Fig. 1: pin map
Pins as bars across the die edge, other pins in gray.
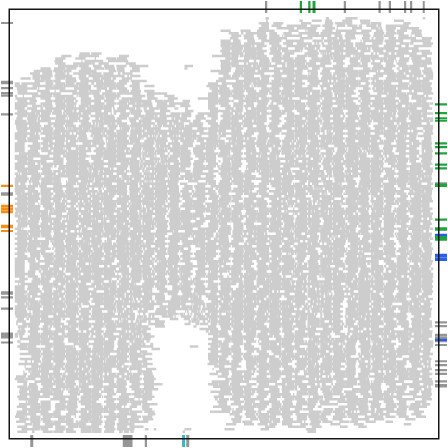
Fig. 2: clock routing
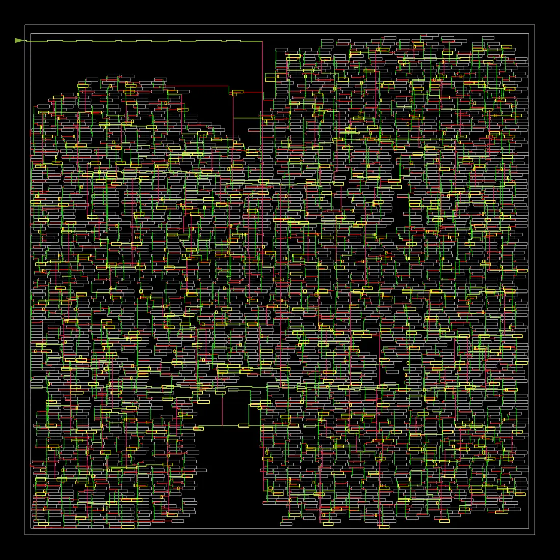
Fig. 3: M4 wires
Drawn at 1 px/µm.
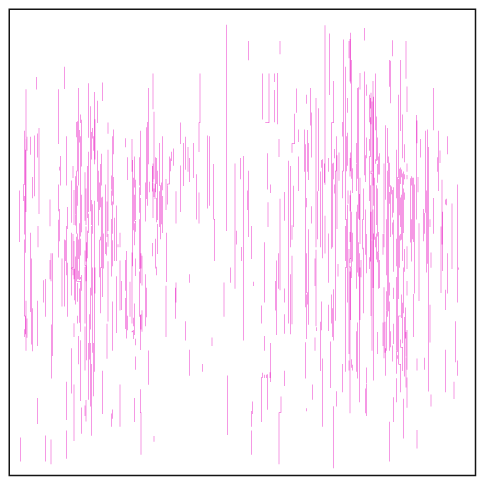
Design conv_stream_master_flat, sky130hd; sources not shown.
==> results.txt <==
The following summarizes the physical implementation.

Run status
The flow ran to the end, but the final reports show violations. The checks that failed: negative setup slack.

GRT
The met3 track utilization from global routing is 0.0742. The initial antenna violation count came to 9. The layer with the highest usage is met2.

Logic synthesis
Per the synthesis report, the simple-gate share of the synthesized area is 0.0216. Once synthesis finished, the tally of register bits stood at 3,362. Of the total synthesized cell area, the portion taken by XOR and XNOR cells is 0.000269.

Counting flops with a built-in enable in the synthesized netlist gives between 3,000 and 4,000. The post-synthesis average cell area is 21.9 µm².

Final layout
The final antenna diode tally reported by the flow is 6. The final report gives the core utilization as 0.749. Of the total standard cell area in the layout, the multi-input combinational portion is 0.185. The net count of the finished layout is between 7,000 and 8,000. The layout report gives the register share of total cell area as 0.656.

The tally of non-filler cells in the final layout is 9,920. The number of signal-net buffers in the layout is 1,015.

Critical path
Per STA, the worst path is made up of buf_12 > buf_12 > nand3b_1 > o22ai_1 > a2111oi_2 > buf_4 > o21ai_0 > a21oi_2 > nor4_4 > buf_4 > buf_12. All stages included, the depth of the critical timing path comes to 11. The start-to-end type of the worst setup path is flip-flop to output port. The number of buffers and inverters on the critical path is 5. The critical path maximum fanout is 10.

Detailed routing
The length of routed met2 wiring is about 180 mm. The length of routed met3 wiring is 43.5 mm. The post-detailed-route DRC marker count is 0.

The vias per cell is 7.15.

Final timing
The final setup slack of the worst path is -1.28 ns. Endpoints with negative setup slack in the final report add up to 16. Setup repair after global routing could not meet its margin everywhere.

The final timing report lists a hold violation count of 0.

Placed design
Counting tap cells, the placed design contains a total of 9,275 instances.

Power and ir drop
The share of total power dissipated in combinational logic is 0.178.
## Picture notes: Fig. 1
color	port	pins	direction	edge
orange	strm_m_data_x	8	output	west
green	h_rd_data	21	output	17 east, 4 north
cyan	busy	1	output	south
blue	h_rd_addr	7	input	east
all pins by edge	39 east, 26 west, 17 south, 11 north
Chip Height: 465 µm
die extent in x: 465 µm
Port Buf Inserts: 92

## Picture notes: Fig. 2
power consumed by the clock network: 32.1 mW
clock buffer instance count of the final layout: 415
total clock buffers created by CTS: 339

## Picture notes: Fig. 3
nets with wire on the layer	399
main direction	vertical
longest straight run	244 µm
total via count after detailed routing: 70,900
Total Routed Length: 363 mm

Power figures rest on the tool's default switching activity, not on a simulated workload.
